`config.mk`:
```
export PLATFORM = sky130hd
export DESIGN_NAME = stopwatch_core_100hz_flat
export DESIGN_NICKNAME = d
export VERILOG_FILES = /design/src/rtl/stopwatch_core_100hz_if.sv /design/src/rtl/stopwatch_core_100hz.sv /design/src/flat_wrapper.sv
export SDC_FILE = /design/constraint.sdc
export NUM_CORES = 1
export LEC_CHECK = 0
export CAP_MARGIN = 20
export CORE_ASPECT_RATIO = 1.75
export CORE_UTILIZATION = 46
export DETAILED_ROUTE_END_ITERATION = 7
export GPL_TIMING_DRIVEN = 0
export PLACE_DENSITY = 0.61
export SKIP_CTS_REPAIR_TIMING = 1
export SLEW_MARGIN = 40
export SYNTH_ARGS = -nofsm -noshare
export SYNTH_HDL_FRONTEND = slang
export SYNTH_SLANG_ARGS = --single-unit
```
`constraint.sdc`:
```
create_clock -name clk -period 3.2 [get_ports clk]
set_input_delay 0.32 -clock clk [delete_from_list [all_inputs] [get_ports clk]]
set_output_delay 0.32 -clock clk [all_outputs]
set_load 0.01 [all_outputs]
```
`src/rtl/stopwatch_core_100hz_if.sv`:
```
// Signal bundle between the stopwatch core and its surroundings:
// divided tick and raw buttons in, status flags and BCD display digits out.
interface stopwatch_core_100hz_if;
  logic       tick_in;
  logic       btn_start_stop;
  logic       btn_lap;
  logic       btn_clear;
  logic       tick_pulse;
  logic       running;
  logic       lap_active;
  logic       overflow;
  logic [3:0] min_tens;
  logic [3:0] min_ones;
  logic [3:0] sec_tens;
  logic [3:0] sec_ones;
  logic [3:0] cs_tens;
  logic [3:0] cs_ones;

  modport master (
    output tick_in, btn_start_stop, btn_lap, btn_clear,
    input  tick_pulse, running, lap_active, overflow,
    input  min_tens, min_ones, sec_tens, sec_ones, cs_tens, cs_ones
  );

  modport slave (
    input  tick_in, btn_start_stop, btn_lap, btn_clear,
    output tick_pulse, running, lap_active, overflow,
    output min_tens, min_ones, sec_tens, sec_ones, cs_tens, cs_ones
  );
endinterface

```
`src/rtl/stopwatch_core_100hz.sv`:
```
// Centisecond stopwatch: 100 Hz edge-to-tick conversion, tick-rate button
// debounce, IDLE/RUN/PAUSE control with lap snapshot, saturating MM:SS.CC count.
module stopwatch_core_100hz #(
  parameter int unsigned DEBOUNCE_SAMPLES = 3
) (
  input  logic                   clk,
  input  logic                   rst,
  stopwatch_core_100hz_if.slave  sw
);
  localparam int unsigned CNT_W   = 4;
  localparam int          NBTN    = 3;
  localparam int          B_START = 0;
  localparam int          B_LAP   = 1;
  localparam int          B_CLEAR = 2;

  typedef enum logic [1:0] {IDLE, RUN, PAUSE} state_t;

  typedef struct packed {
    logic [3:0] min_tens;
    logic [3:0] min_ones;
    logic [3:0] sec_tens;
    logic [3:0] sec_ones;
    logic [3:0] cs_tens;
    logic [3:0] cs_ones;
  } bcd_time_t;

  localparam bcd_time_t MAX_TIME = 24'h595999;

  logic                       tick_in_d;
  logic                       tick_pulse_q;
  logic [NBTN-1:0]            btn_raw_c;
  logic [NBTN-1:0]            sync1_q, sync2_q;
  logic [NBTN-1:0]            deb_q, deb_d;
  logic [NBTN-1:0][CNT_W-1:0] cnt_q, cnt_d;
  logic [NBTN-1:0]            press_c;
  state_t                     state_q, state_d;
  bcd_time_t                  count_q, count_d;
  bcd_time_t                  snap_q, snap_d;
  bcd_time_t                  disp_q;
  logic                       lap_q, lap_d;
  logic                       ovf_q, ovf_d;
  logic                       running_q;

  assign btn_raw_c = {sw.btn_clear, sw.btn_lap, sw.btn_start_stop};

  // Next legal BCD value; caller guarantees the input is below MAX_TIME.
  function automatic bcd_time_t bcd_inc(input bcd_time_t t);
    bcd_time_t r;
    r = t;
    if (t.cs_ones != 4'd9) begin
      r.cs_ones = t.cs_ones + 4'd1;
    end else begin
      r.cs_ones = 4'd0;
      if (t.cs_tens != 4'd9) begin
        r.cs_tens = t.cs_tens + 4'd1;
      end else begin
        r.cs_tens = 4'd0;
        if (t.sec_ones != 4'd9) begin
          r.sec_ones = t.sec_ones + 4'd1;
        end else begin
          r.sec_ones = 4'd0;
          if (t.sec_tens != 4'd5) begin
            r.sec_tens = t.sec_tens + 4'd1;
          end else begin
            r.sec_tens = 4'd0;
            if (t.min_ones != 4'd9) begin
              r.min_ones = t.min_ones + 4'd1;
            end else begin
              r.min_ones = 4'd0;
              r.min_tens = t.min_tens + 4'd1;
            end
          end
        end
      end
    end
    return r;
  endfunction

  // Per-button debounce evaluated only on ticks; press is the 0->1 flip.
  always_comb begin
    logic [CNT_W-1:0] cnt_inc;
    deb_d   = deb_q;
    cnt_d   = cnt_q;
    press_c = '0;
    cnt_inc = '0;
    if (tick_pulse_q) begin
      for (int i = 0; i < NBTN; i++) begin
        cnt_inc = cnt_q[i] + CNT_W'(1);
        if (sync2_q[i] != deb_q[i]) begin
          if (cnt_inc == CNT_W'(DEBOUNCE_SAMPLES)) begin
            deb_d[i]   = sync2_q[i];
            cnt_d[i]   = '0;
            press_c[i] = sync2_q[i];
          end else begin
            cnt_d[i] = cnt_inc;
          end
        end else begin
          cnt_d[i] = '0;
        end
      end
    end
  end

  // Control FSM and count update; only the top legal event per tick acts.
  always_comb begin
    state_d = state_q;
    count_d = count_q;
    snap_d  = snap_q;
    lap_d   = lap_q;
    ovf_d   = ovf_q;
    if (tick_pulse_q) begin
      case (state_q)
        IDLE: begin
          if (press_c[B_START]) state_d = RUN;
        end
        RUN: begin
          if (press_c[B_START]) begin
            state_d = PAUSE;
          end else begin
            if (press_c[B_LAP]) begin
              lap_d = ~lap_q;
              if (!lap_q) snap_d = count_q;
            end
            if (count_q == MAX_TIME) begin
              ovf_d   = 1'b1;
              state_d = PAUSE;
            end else begin
              count_d = bcd_inc(count_q);
            end
          end
        end
        PAUSE: begin
          if (press_c[B_CLEAR]) begin
            state_d = IDLE;
            count_d = '0;
            snap_d  = '0;
            lap_d   = 1'b0;
            ovf_d   = 1'b0;
          end else if (press_c[B_START]) begin
            state_d = RUN;
          end else if (press_c[B_LAP] && lap_q) begin
            lap_d = 1'b0;
          end
        end
        default: state_d = IDLE;
      endcase
    end
  end

  always_ff @(posedge clk) begin
    if (!rst) state_q <= IDLE;
    else      state_q <= state_d;
  end

  // Edge detect, synchronisers, debounce state, count and registered outputs.
  always_ff @(posedge clk) begin
    if (!rst) begin
      tick_in_d    <= 1'b1;
      tick_pulse_q <= 1'b0;
      sync1_q      <= '0;
      sync2_q      <= '0;
      deb_q        <= '0;
      cnt_q        <= '0;
      count_q      <= '0;
      snap_q       <= '0;
      lap_q        <= 1'b0;
      ovf_q        <= 1'b0;
      disp_q       <= '0;
      running_q    <= 1'b0;
    end else begin
      tick_in_d    <= sw.tick_in;
      tick_pulse_q <= sw.tick_in & ~tick_in_d;
      sync1_q      <= btn_raw_c;
      sync2_q      <= sync1_q;
      deb_q        <= deb_d;
      cnt_q        <= cnt_d;
      count_q      <= count_d;
      snap_q       <= snap_d;
      lap_q        <= lap_d;
      ovf_q        <= ovf_d;
      disp_q       <= lap_d ? snap_d : count_d;
      running_q    <= (state_d == RUN);
    end
  end

  assign sw.tick_pulse = tick_pulse_q;
  assign sw.running    = running_q;
  assign sw.lap_active = lap_q;
  assign sw.overflow   = ovf_q;
  assign sw.min_tens   = disp_q.min_tens;
  assign sw.min_ones   = disp_q.min_ones;
  assign sw.sec_tens   = disp_q.sec_tens;
  assign sw.sec_ones   = disp_q.sec_ones;
  assign sw.cs_tens    = disp_q.cs_tens;
  assign sw.cs_ones    = disp_q.cs_ones;
endmodule
```
`src/flat_wrapper.sv`:
```
// flat-port wrapper written by rule: the top's interface ports become plain ports
module stopwatch_core_100hz_flat 
#(
  parameter int unsigned DEBOUNCE_SAMPLES = 3
)
  (clk, rst, sw_tick_in, sw_btn_start_stop, sw_btn_lap, sw_btn_clear, sw_tick_pulse, sw_running, sw_lap_active, sw_overflow, sw_min_tens, sw_min_ones, sw_sec_tens, sw_sec_ones, sw_cs_tens, sw_cs_ones);
  stopwatch_core_100hz_if sw_i ();
  input  logic clk;
  input  logic rst;
  input wire logic [$bits(sw_i.tick_in)-1:0] sw_tick_in;
  input wire logic [$bits(sw_i.btn_start_stop)-1:0] sw_btn_start_stop;
  input wire logic [$bits(sw_i.btn_lap)-1:0] sw_btn_lap;
  input wire logic [$bits(sw_i.btn_clear)-1:0] sw_btn_clear;
  output wire logic [$bits(sw_i.tick_pulse)-1:0] sw_tick_pulse;
  output wire logic [$bits(sw_i.running)-1:0] sw_running;
  output wire logic [$bits(sw_i.lap_active)-1:0] sw_lap_active;
  output wire logic [$bits(sw_i.overflow)-1:0] sw_overflow;
  output wire logic [$bits(sw_i.min_tens)-1:0] sw_min_tens;
  output wire logic [$bits(sw_i.min_ones)-1:0] sw_min_ones;
  output wire logic [$bits(sw_i.sec_tens)-1:0] sw_sec_tens;
  output wire logic [$bits(sw_i.sec_ones)-1:0] sw_sec_ones;
  output wire logic [$bits(sw_i.cs_tens)-1:0] sw_cs_tens;
  output wire logic [$bits(sw_i.cs_ones)-1:0] sw_cs_ones;
  assign sw_i.tick_in = sw_tick_in;
  assign sw_i.btn_start_stop = sw_btn_start_stop;
  assign sw_i.btn_lap = sw_btn_lap;
  assign sw_i.btn_clear = sw_btn_clear;
  assign sw_tick_pulse = sw_i.tick_pulse;
  assign sw_running = sw_i.running;
  assign sw_lap_active = sw_i.lap_active;
  assign sw_overflow = sw_i.overflow;
  assign sw_min_tens = sw_i.min_tens;
  assign sw_min_ones = sw_i.min_ones;
  assign sw_sec_tens = sw_i.sec_tens;
  assign sw_sec_ones = sw_i.sec_ones;
  assign sw_cs_tens = sw_i.cs_tens;
  assign sw_cs_ones = sw_i.cs_ones;
  stopwatch_core_100hz #(.DEBOUNCE_SAMPLES(DEBOUNCE_SAMPLES)) u_core (.clk(clk), .rst(rst), .sw(sw_i));
endmodule
```
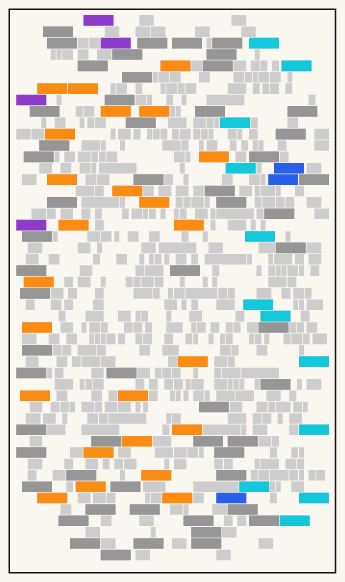
*Sequential cells grouped by signal name*
[u_core.sync1_q] blue | sequential cells: 3
[u_core.sw.sec_tens] purple | sequential cells: 4 | where: upper left
[u_core.count_q] orange | sequential cells: 24
[u_core.cnt_q] cyan | sequential cells: 12
not colored: 57

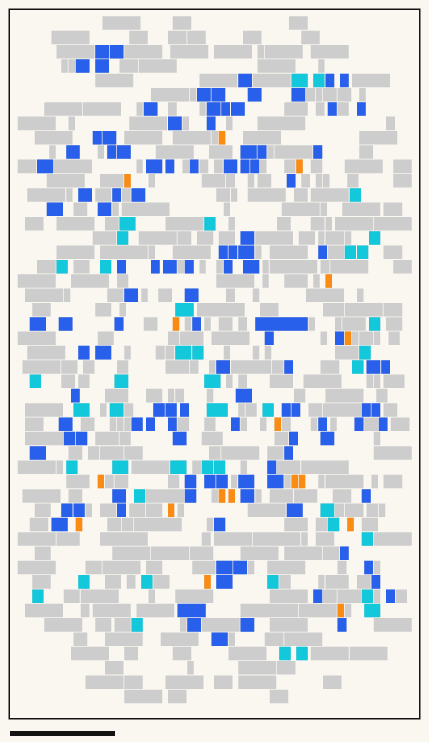
*Selected gate families*
Bar = 20 um.
[inverting AOI/OAI gates] blue | cells: 119 | most used: a21oi_1 | where: all over the die
[inverters] orange | cells: 17 | most used: inv_1
[AND and OR gates] cyan | cells: 42 | most used: and2_1

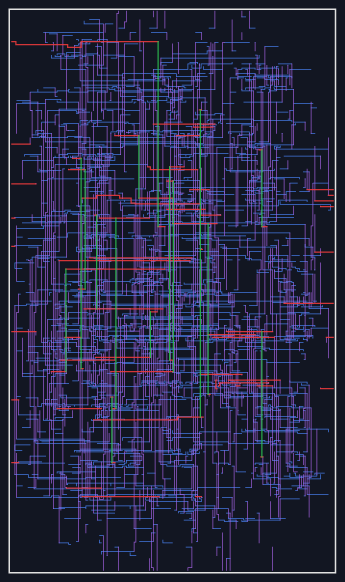
*Routed metal, one color a layer*
[met2] purple | wire length: 6830 um
[met4] green | wire length: 511 um
[met1] blue | wire length: 4760 um
[met3] red | wire length: 529 um

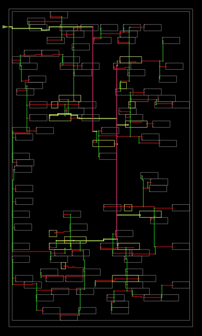
*Clock nets*
CTS sink cnt: 100
Late-Pin Clk Latency: 340 ps
worst-case clock skew: 8.99 ps

==> impl_metrics.env <==
# yosys + openroad results
export IMPL_finalCritPeriodShare_pct=93.0
export IMPL_syn2layout_area_growth_pct=17.4
export IMPL_routed_wl_um=12600
export IMPL_hpwlAfterDp_um=9250
export IMPL_p_total_mw=2.40
export IMPL_synth_avg_cell_area_um2=9.07
export IMPL_grt_pass1_vias=4105
export IMPL_clk_pin_slew_ps=70
export IMPL_drcViolationCount=0
export IMPL_worst_pin_slew_ps=864
export IMPL_vias=4069
export IMPL_max_cap_violations=0
export IMPL_yosysMostFrequentCell="dfxtp_1"
export IMPL_start_kind="flip-flop"
export IMPL_power_frac_comb_pct=2.3
export IMPL_synthCells=508
export IMPL_setup_viol=0
export IMPL_portBuffers=32
export IMPL_swShare_pct=21.7
export IMPL_worst_path_max_fanout=10
export IMPL_r2r_start="u_core.cnt_q[5]"
export IMPL_common_cells="dfxtp_1, nor2_1, a21oi_1"
export IMPL_lay_top_cells="dfxtp_1, nor2_1, a21oi_1"
export IMPL_clock_power_share_pct=45.5
export IMPL_edf_count=0
export IMPL_num_io_pins=34
export IMPL_synth_seq_share_pct=43.4
export IMPL_cts_made_buffers=9
export IMPL_rsz0062_at_grt="false"
export IMPL_syn_num_nets=537
export IMPL_wire_per_inst_um=18.6
export IMPL_yosys_stat_area_um2=4610
export IMPL_largest_area_cell="dfxtp_1"
export IMPL_gp_congestion=0.915
export IMPL_antenna_found_initial=0
export IMPL_htreeDepth=3
export IMPL_timing_final_ws_setup_ps=224
export IMPL_cts_root_buf="clkbuf_16"
export IMPL_cp_required_ps=3470
export IMPL_combGateArea_um2=2450
export IMPL_grt_pass1_wl_um=20500
export IMPL_drive_gt1_share_pct=7.73
export IMPL_status="complete, no violations"
export IMPL_track_usage_pct=25.6
export IMPL_hold_viol_final=0
export IMPL_cts_tree="built"
export IMPL_worstRegToRegCells=11
export IMPL_vias_per_cell=5.98
export IMPL_warning_count=38
export IMPL_seqPwrFrac_pct=52.2
export IMPL_power_net_switching_uw=522
export IMPL_holdWs_ps=391
export IMPL_critical_path_endpoint="u_core.sw.cs_tens[1]"
export IMPL_first_iter_violations=195
export IMPL_slew_headroom_pct=42.4
export IMPL_lay_top_count="dfxtp_1"
export IMPL_synth_top_area_share_pct=43.4
export IMPL_initial_core_util_pct=47.1
export IMPL_period_minus_slack_ps=2980
export IMPL_power_leakage_nw=1.96
## worst min-delay path by stage
stage                      from                    to  slack, ps  depth (start not counted)
2_1_floorplan  u_core.tick_in_d  u_core.sw.tick_pulse        370                          1
3_3_place_gp   u_core.tick_in_d  u_core.sw.tick_pulse        380                          1
3_5_place_dp   u_core.tick_in_d  u_core.sw.tick_pulse        390                          1
4_1_cts        u_core.tick_in_d  u_core.sw.tick_pulse        400                          1
5_1_grt        u_core.tick_in_d  u_core.sw.tick_pulse        410                          1
6_report       u_core.tick_in_d  u_core.sw.tick_pulse        390                          1
## through the flow
| stage | instances | cell area (um2) |
|---|---|---|
| 2_1_floorplan | 508 | 4610 |
| 3_3_place_gp | 665 | 5080 |
| 3_5_place_dp | 665 | 5080 |
| 4_1_cts | 681 | 5390 |
| 5_1_grt | 681 | 5410 |
| 6_report | 681 | 5410 |
## cells by family (layout without fill, tap and decap cells)
| family | after synthesis | after routing | synth area share, % |
|---|---|---|---|
| AOI/OAI and AO/OA | 154 | 154 | 23.4 |
| buffers and inverters | 40 | 88 | 3.80 |
| and+or+nand+nor | 182 | 182 | 21.2 |
| muxes | 6 | 6 | 1.33 |
| xor gates and xnor gates | 3 | 3 | 0.570 |
| adders and majority gates | 23 | 23 | 6.24 |
| DFF | 100 | 100 | 43.4 |
## layout make-up
type / instances / area share (%)
Tap cell: 125 / 2.89
Sequential cell: 100 / 37.0
Inverter: 17 / 1.18
Buffer: 23 / 2.08
Clock buffer: 9 / 4.16
Timing Repair Buffer: 32 / 5.92
Multi-Input combinational cell: 368 / 45.3
Clock inverter: 7 / 1.39
## power groups by stage
stage                     clock (mW)  sequential (mW)  combinational [mW]
after CTS                       1.11             1.25              0.0544
after floorplan                    0             1.28              0.0281
final                           1.09             1.25              0.0541
after global placement             0             1.28              0.0536
after detailed placement           0             1.28              0.0537
after global routing            1.17             1.25              0.0585
## metal layers
| metal | vias up | share of wire, % | global-route usage (%) | wire, um |
|---|---|---|---|---|
| met3 | 36 | 4.2 | 4.42 | 528 |
| met5 | - | 0 | 0 | 0 |
| met4 | 0 | 4.0 | 15.0 | 511 |
| met2 | 97 | 54 | 47.7 | 6830 |
| li1 | 1960 | - | - | - |
| met1 | 1976 | 38 | 26.3 | 4760 |
## critical path, stage by stage, from the launching register on
cell and delay (ps):
dfxtp_1 350, ha_1 240, and2_1 170, a211oi_1 280
a2111o_1 240, ha_1 260, nand2b_1 190, a41oi_4 440
nand2_1 150, inv_2 170, buf_4 240, a2bb2oi_1 190
## state kept, by name, indices dropped and copies added, names as in the netlist, 3 cells and up, named ones only
name,count
u_core.sync1_q,3
u_core.cnt_q,12
u_core.sw.cs_ones,4
u_core.sw.cs_tens,4
u_core.sw.min_tens,4
u_core.sw.sec_ones,4
u_core.count_q,24
u_core.sync2_q,3
u_core.sw.sec_tens,4
u_core.deb_q,3
u_core.snap_q,24
u_core.sw.min_ones,4
Power figures rest on the tool's default switching activity, not on a simulated workload.
